## config.mk

```make
export PLATFORM = sky130hd
export DESIGN_NAME = tof_word_deframer_flat
export DESIGN_NICKNAME = d
export VERILOG_FILES = /design/src/rtl/tof_pkg.sv /design/src/rtl/tof_word_deframer_if.sv /design/src/rtl/tof_word_check.sv /design/src/rtl/tof_word_deframer.sv /design/src/flat_wrapper.sv
export SDC_FILE = /design/constraint.sdc
export NUM_CORES = 1
export LEC_CHECK = 0
export CAP_MARGIN = 40
export CORE_MARGIN = 2
export CORE_UTILIZATION = 30
export CTS_BUF_LIST = sky130_fd_sc_hd__clkbuf_8 sky130_fd_sc_hd__clkbuf_16
export DETAILED_ROUTE_END_ITERATION = 8
export GPL_TIMING_DRIVEN = 0
export PLACE_DENSITY_LB_ADDON = 0.25
export SETUP_SLACK_MARGIN = 0.1
export SYNTH_ARGS = -nofsm -noshare
export SYNTH_HDL_FRONTEND = slang
export SYNTH_SLANG_ARGS = --single-unit
```

## constraint.sdc

```tcl
create_clock -name clk -period 1.9 [get_ports clk]
set_clock_uncertainty 0.05 [all_clocks]
set_input_delay 0.285 -clock clk [delete_from_list [all_inputs] [get_ports clk]]
set_output_delay 0.285 -clock clk [all_outputs]
set_load 0.05 [all_outputs]
```

## src/rtl/tof_pkg.sv

```systemverilog
// Shared types and the 2-of-5 decode table for the word deframer and its checker.
// Table index is the BCD digit; entry is its bit4..bit0 code (weights 7,4,2,1,0).
package tof_pkg;

  typedef logic [4:0] tof_code_t;
  typedef logic [3:0] tof_digit_t;

  typedef enum logic {
    HUNT  = 1'b0,
    SHIFT = 1'b1
  } state_t;

  localparam tof_digit_t TOF_BAD_DIGIT = 4'hF;

  localparam tof_code_t TOF_CODE_TABLE [10] = '{
    5'b11000, 5'b00011, 5'b00101, 5'b00110, 5'b01001,
    5'b01010, 5'b01100, 5'b10001, 5'b10010, 5'b10100
  };

endpackage

```

## src/rtl/tof_word_deframer_if.sv

```systemverilog
// Serial-in / word-out port bundle of the deframer; slave = deframer, master = line side + consumer.
// err_cnt and its width parameter exist only when TOF_ERR_CNT_EN is defined.
interface tof_word_deframer_if
`ifdef TOF_ERR_CNT_EN
  #(parameter int ERR_CNT_W = 8)
`endif
  ;
  import tof_pkg::*;

  logic       sdata;
  logic       svalid;
  logic       sync;
  tof_code_t  code;
  tof_digit_t digit;
  logic       det;
  logic       ovalid;
  logic       oready;
  logic       overflow;
  logic       frame_err;
`ifdef TOF_ERR_CNT_EN
  logic [ERR_CNT_W-1:0] err_cnt;
`endif

  modport slave (
    input  sdata, svalid, sync, oready,
    output code, digit, det, ovalid, overflow, frame_err
`ifdef TOF_ERR_CNT_EN
    , output err_cnt
`endif
  );

  modport master (
    output sdata, svalid, sync, oready,
    input  code, digit, det, ovalid, overflow, frame_err
`ifdef TOF_ERR_CNT_EN
    , input err_cnt
`endif
  );

endinterface

```

## src/rtl/tof_word_check.sv

```systemverilog
// Combinational 2-of-5 classifier: CODE -> {DET, DIGIT}; zero latency, no flow control.
// Any pattern outside the decode table reports DET=1 with the bad-digit marker.
module tof_word_check
  import tof_pkg::*;
(
  input  tof_code_t  code,
  output logic       det,
  output tof_digit_t digit
);

  always_comb begin
    det   = 1'b1;
    digit = TOF_BAD_DIGIT;
    for (int i = 0; i < 10; i++) begin
      if (code == TOF_CODE_TABLE[i]) begin
        det   = 1'b0;
        digit = tof_digit_t'(i);
      end
    end
  end

endmodule

```

## src/rtl/tof_word_deframer.sv

```systemverilog
// Serial 2-of-5 deframer: output word registered one cycle after its 5th bit; valid/ready out.
// A word completing while the held output is not being accepted is dropped with an OVERFLOW pulse.
// Optional saturating error counter under TOF_ERR_CNT_EN.
module tof_word_deframer
  import tof_pkg::*;
#(
  parameter bit MSB_FIRST = 1'b1
`ifdef TOF_ERR_CNT_EN
  , parameter int ERR_CNT_W = 8
`endif
) (
  input  logic                  clk,
  input  logic                  rst_n,
  tof_word_deframer_if.slave    bus
);

  state_t     state_q, state_d;
  logic [2:0] cnt_q, cnt_d;
  tof_code_t  shreg_q, shreg_d;
  tof_code_t  code_q, code_d;
  tof_digit_t digit_q, digit_d;
  logic       det_q, det_d;
  logic       ovalid_q, ovalid_d;
  logic       overflow_q, overflow_d;
  logic       frame_err_q, frame_err_d;

  tof_code_t  shift_in;
  logic       word_done;
  logic       word_load;
  logic       chk_det;
  tof_digit_t chk_digit;

  assign shift_in = MSB_FIRST ? {shreg_q[3:0], bus.sdata} : {bus.sdata, shreg_q[4:1]};

  // Classify the word as it enters the shift register so it is ready at the load edge.
  tof_word_check u_check (
    .code  (shift_in),
    .det   (chk_det),
    .digit (chk_digit)
  );

  always_comb begin
    state_d     = state_q;
    cnt_d       = cnt_q;
    shreg_d     = shreg_q;
    code_d      = code_q;
    digit_d     = digit_q;
    det_d       = det_q;
    ovalid_d    = ovalid_q;
    overflow_d  = 1'b0;
    frame_err_d = 1'b0;
    word_done   = 1'b0;
    word_load   = 1'b0;

    case (state_q)
      HUNT: begin
        if (bus.svalid && bus.sync) begin
          state_d = SHIFT;
          cnt_d   = 3'd1;
          shreg_d = shift_in;
        end
      end
      default: begin
        if (bus.svalid) begin
          shreg_d = shift_in;
          if (bus.sync && cnt_q != 3'd0) begin
            frame_err_d = 1'b1;
            cnt_d       = 3'd1;
          end else if (cnt_q == 3'd4) begin
            cnt_d     = 3'd0;
            word_done = 1'b1;
          end else begin
            cnt_d = cnt_q + 3'd1;
          end
        end
      end
    endcase

    if (ovalid_q && bus.oready) begin
      ovalid_d = 1'b0;
    end

    // A slot frees up either because nothing is held or the held word leaves this cycle.
    if (word_done) begin
      if (!ovalid_q || bus.oready) begin
        word_load = 1'b1;
        code_d    = shift_in;
        digit_d   = chk_digit;
        det_d     = chk_det;
        ovalid_d  = 1'b1;
      end else begin
        overflow_d = 1'b1;
      end
    end
  end

  always_ff @(posedge clk or negedge rst_n) begin
    if (!rst_n) begin
      state_q     <= HUNT;
      cnt_q       <= 3'd0;
      shreg_q     <= '0;
      code_q      <= '0;
      digit_q     <= '0;
      det_q       <= 1'b0;
      ovalid_q    <= 1'b0;
      overflow_q  <= 1'b0;
      frame_err_q <= 1'b0;
    end else begin
      state_q     <= state_d;
      cnt_q       <= cnt_d;
      shreg_q     <= shreg_d;
      code_q      <= code_d;
      digit_q     <= digit_d;
      det_q       <= det_d;
      ovalid_q    <= ovalid_d;
      overflow_q  <= overflow_d;
      frame_err_q <= frame_err_d;
    end
  end

  assign bus.code      = code_q;
  assign bus.digit     = digit_q;
  assign bus.det       = det_q;
  assign bus.ovalid    = ovalid_q;
  assign bus.overflow  = overflow_q;
  assign bus.frame_err = frame_err_q;

`ifdef TOF_ERR_CNT_EN
  logic [ERR_CNT_W-1:0] err_cnt_q, err_cnt_d;

  // Only words that reach the output register count; dropped words never do.
  always_comb begin
    err_cnt_d = err_cnt_q;
    if (word_load && chk_det && err_cnt_q != {ERR_CNT_W{1'b1}}) begin
      err_cnt_d = err_cnt_q + 1'b1;
    end
  end

  always_ff @(posedge clk or negedge rst_n) begin
    if (!rst_n) begin
      err_cnt_q <= '0;
    end else begin
      err_cnt_q <= err_cnt_d;
    end
  end

  assign bus.err_cnt = err_cnt_q;
`endif

endmodule

```

## src/flat_wrapper.sv

```systemverilog
// flat-port wrapper written by rule: the top's interface ports become plain ports
module tof_word_deframer_flat import tof_pkg::*;
#(
  parameter bit MSB_FIRST = 1'b1

)
  (clk, rst_n, bus_sdata, bus_svalid, bus_sync, bus_oready, bus_code, bus_digit, bus_det, bus_ovalid, bus_overflow, bus_frame_err);
  tof_word_deframer_if bus_i ();
  input  logic clk;
  input  logic rst_n;
  input wire logic [$bits(bus_i.sdata)-1:0] bus_sdata;
  input wire logic [$bits(bus_i.svalid)-1:0] bus_svalid;
  input wire logic [$bits(bus_i.sync)-1:0] bus_sync;
  input wire logic [$bits(bus_i.oready)-1:0] bus_oready;
  output wire logic [$bits(bus_i.code)-1:0] bus_code;
  output wire logic [$bits(bus_i.digit)-1:0] bus_digit;
  output wire logic [$bits(bus_i.det)-1:0] bus_det;
  output wire logic [$bits(bus_i.ovalid)-1:0] bus_ovalid;
  output wire logic [$bits(bus_i.overflow)-1:0] bus_overflow;
  output wire logic [$bits(bus_i.frame_err)-1:0] bus_frame_err;
  assign bus_i.sdata = bus_sdata;
  assign bus_i.svalid = bus_svalid;
  assign bus_i.sync = bus_sync;
  assign bus_i.oready = bus_oready;
  assign bus_code = bus_i.code;
  assign bus_digit = bus_i.digit;
  assign bus_det = bus_i.det;
  assign bus_ovalid = bus_i.ovalid;
  assign bus_overflow = bus_i.overflow;
  assign bus_frame_err = bus_i.frame_err;
  tof_word_deframer #(.MSB_FIRST(MSB_FIRST)) u_core (.clk(clk), .rst_n(rst_n), .bus(bus_i));
endmodule
```

Close-up of the layout:
Scale bar: 10 µm. Region (20, 7) to (45, 32) µm. Cells in gray, sequential cells in the stronger gray; small squares are vias.
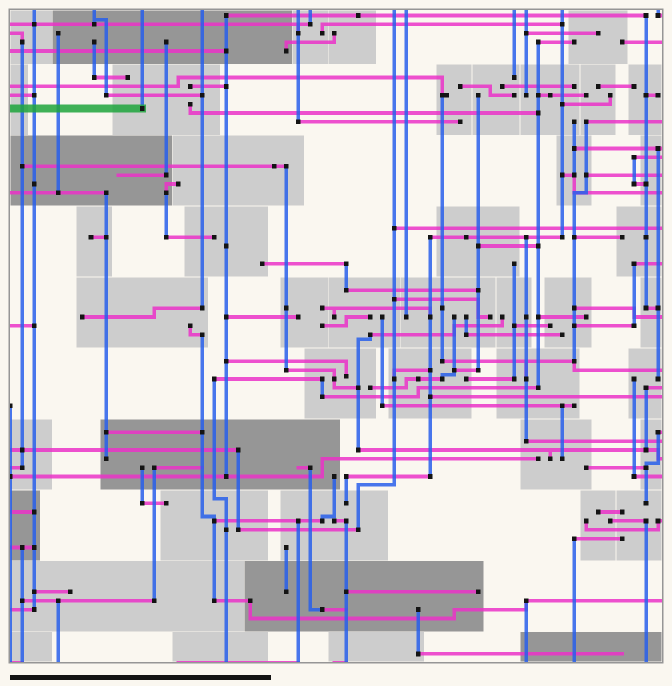
M2 -> blue
M3 -> green
M1 -> magenta
most frequent = dfrtp_1 (4)
cells with their middle in the window = 34
sequential cells in the window = 4
netlist names of flops here include = u_core.bus.code (2), u_core.shreg_q (2)

Clock wires, drivers and flops:
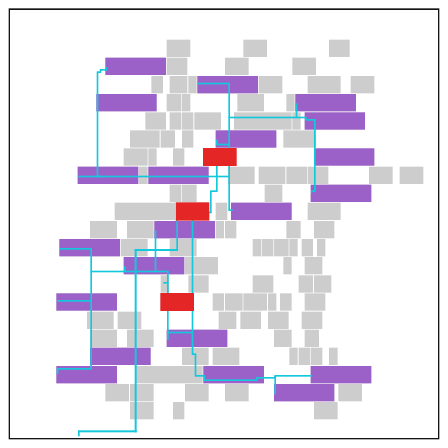
clock wires -> cyan  # length 273 µm
flip-flops -> purple  # count 21
clock-net drivers -> red  # count 3
routed clock nets = 4

Gate-type map:
Scale bar: 20 µm.
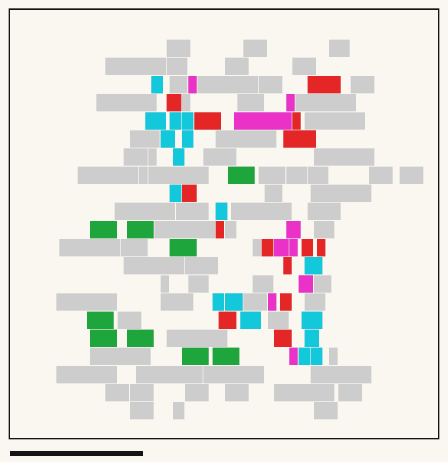
mux cells -> green  # cells 9
aoi and oai cells -> cyan  # cells 17
nor cells -> magenta  # cells 9
nand cells -> red  # cells 14

==> flow_metrics.env <==
# physical design summary
export IMPL_status="completed"
export IMPL_syn_avg_cell_area_um2=11.34
export IMPL_largest_area_cell="sky130_fd_sc_hd__dfrtp_1"
export IMPL_crit_buf_inv=1
export IMPL_tritoncts_num_buffers=3
export IMPL_synthTopCellsByArea="sky130_fd_sc_hd__dfrtp_1 48%, sky130_fd_sc_hd__mux2_1 5.2%, sky130_fd_sc_hd__mux2_2 4.1%"
export IMPL_syn_nets=104
export IMPL_yosysChipArea_um2=1089
export IMPL_n_fill_cell=333
export IMPL_max_clock_path_buffers=2
export IMPL_ctsHtreeMaxLevel=1
export IMPL_hold_viol=0
export IMPL_crit_fanout=2
export IMPL_holdBufCountCts=0
export IMPL_r2r_worst_path_cells=6
export IMPL_rsz0062_at_grt="false"
export IMPL_edf_count=0
export IMPL_logic_area_um2=516.7
export IMPL_initial_antenna_violation_count=0
export IMPL_comb_cell_share_pct=36.20
export IMPL_floorplan_die_width_um=64.24
export IMPL_synthCells=96
export IMPL_worst_r2r_endpoint="u_core.bus.digit[3]"
export IMPL_layout_top_cells_excl_fill_tap="21 x sky130_fd_sc_hd__dfrtp_1, 16 x sky130_fd_sc_hd__clkdlybuf4s50_1, 6 x sky130_fd_sc_hd__inv_1"
export IMPL_core_region_area_um2=3416
export IMPL_critical_path_slowest_cell="sky130_fd_sc_hd__clkdlybuf4s50_1"
export IMPL_worst_hold_slack_ns=0.2407
export IMPL_static_leakage_power_nw=0.6313
export IMPL_slew_headroom_pct=66.16
export IMPL_timing_final_setup_violations=0
export IMPL_floorplan_rows=21
export IMPL_chipHeight_um=64.24
export IMPL_synth_stat_cells=96
export IMPL_die_area_um2=4126
export IMPL_worst_endpoint_required_ns=1.56
export IMPL_reg_to_reg_start="u_core.cnt_q[0]"
export IMPL_fin_tns_setup_ns=0
export IMPL_root_buffer="sky130_fd_sc_hd__clkbuf_8"
export IMPL_critPathCapture="bus_det"
export IMPL_maximum_vdd_drop_mv=0.5313
export IMPL_end_kind="output port"
export IMPL_r2r_setup_slack_ns=0.19
export IMPL_finish_cell_count_without_fillers=165
export IMPL_largestClassByArea="registers"
export IMPL_achievable_frequency_mhz=571.3
export IMPL_synth_largest_type_area_fraction_pct=48.28
export IMPL_finish_net_count=128
export IMPL_yosys_warnings=0
export IMPL_clock_latency_late_pin_ns=0.25
export IMPL_path_delay_family="buffers and inverters"
export IMPL_power_total_mw=1.977
export IMPL_antenna_diode_count=0
export IMPL_core_utilization_of_the_finished_layout_pct=41.79
export IMPL_buffers_excl_clock=25
export IMPL_grt_pass1_wl_mm=3.270
export IMPL_route_vias_total=786
export IMPL_first_global_vias=733
export IMPL_synth_distinct_cells=37
export IMPL_place_detailed_hpwl_mm=1.506
export IMPL_clkSlewWorstSetupHoldPaths_ns=0.07
export IMPL_initial_utilization_pct=31.87
export IMPL_drive_above_1_share_pct=21.01
export IMPL_worst_slew_pin_slew_ns=0.5061
export IMPL_num_io_pins=19
export IMPL_final_min_clock_period_ns=1.750
export IMPL_routabilityCongestion=0.7628
export IMPL_logic_gate_count=64
export IMPL_number_of_search_and_repair_iterations_in_the_first_detailed_routing_pass=4
export IMPL_placement_io_buffers=17
export IMPL_signal_buffer_area_fraction_pct=18.49
export IMPL_nNonClkInverters=5
export IMPL_postSynthSeqShare_pct=48.28
export IMPL_cts_tree="yes"
export IMPL_via_per_inst=4.764
export IMPL_seqAreaFraction_pct=36.81
export IMPL_n_tap_cell=46
export IMPL_setup_worst_path_start_class="flip-flop"
export IMPL_path_depth=1
export IMPL_pre_cts_slack_ns=-0.1342
export IMPL_wl_per_cell_um=12.36
export IMPL_grtUsageTotal_pct=10.23
export IMPL_routed_wl_mm=2.039
export IMPL_cts_num_sinks=21
export IMPL_regArea_um2=525.5
export IMPL_final_design_area_no_fill_um2=1428
export IMPL_critical_path_max_stage_delay_ns=0.80
export IMPL_timing_hold_worst_class="primary input to async pin"
export IMPL_detail_route_iter0_violations=26
export IMPL_maxCapViolCount=0
-- repair_timing --
action | in CTS | in global routing
endpoints found under the setup margin | 7 | 8
buffers inserted | 1 | 0
pin swaps | 0 | 1
gates resized | 1 | 6
-- report_power, final --
group | total [mW] | switching [mW] | internal [mW]
Clock | 0.277 | 0.134 | 0.144
Sequential | 0.680 | 0.0887 | 0.591
Combinational | 1.02 | 0.624 | 0.396
Total | 1.98 | 0.846 | 1.13
-- metal layers --
metal  vias up  GRT usage [%]  share of wire (%)
met2         4          16.41                 52
li1        386              -                  -
met3         2          1.585               0.83
met4         0          6.383                1.3
met5         -              0                  0
met1       394          12.82                 46
-- synth_stat cells (2+ instances only) --
library cell and count:
sky130_fd_sc_hd__o21ai_0 5, sky130_fd_sc_hd__inv_1 5, sky130_fd_sc_hd__mux2_2 4, sky130_fd_sc_hd__mux2_1 5
sky130_fd_sc_hd__a22o_1 2, sky130_fd_sc_hd__ha_1 2, sky130_fd_sc_hd__clkbuf_8 2, sky130_fd_sc_hd__dfrtp_1 21
sky130_fd_sc_hd__nand2_1 5, sky130_fd_sc_hd__nand2b_4 2, sky130_fd_sc_hd__nand3_1 3, sky130_fd_sc_hd__xor2_1 4
sky130_fd_sc_hd__a21oi_1 4, sky130_fd_sc_hd__buf_2 2, sky130_fd_sc_hd__nor2b_1 3, sky130_fd_sc_hd__nor2_1 5
sky130_fd_sc_hd__nand3b_1 2
-- cell families after synthesis --
family	count (synthesis)	synth area share [%]
simple gates	25	14.71
buf+inv	11	6.897
compound gates	24	15.29
fa+ha+maj	2	2.298
xor+xnor	4	3.218
mux	9	9.310
flops	21	48.28
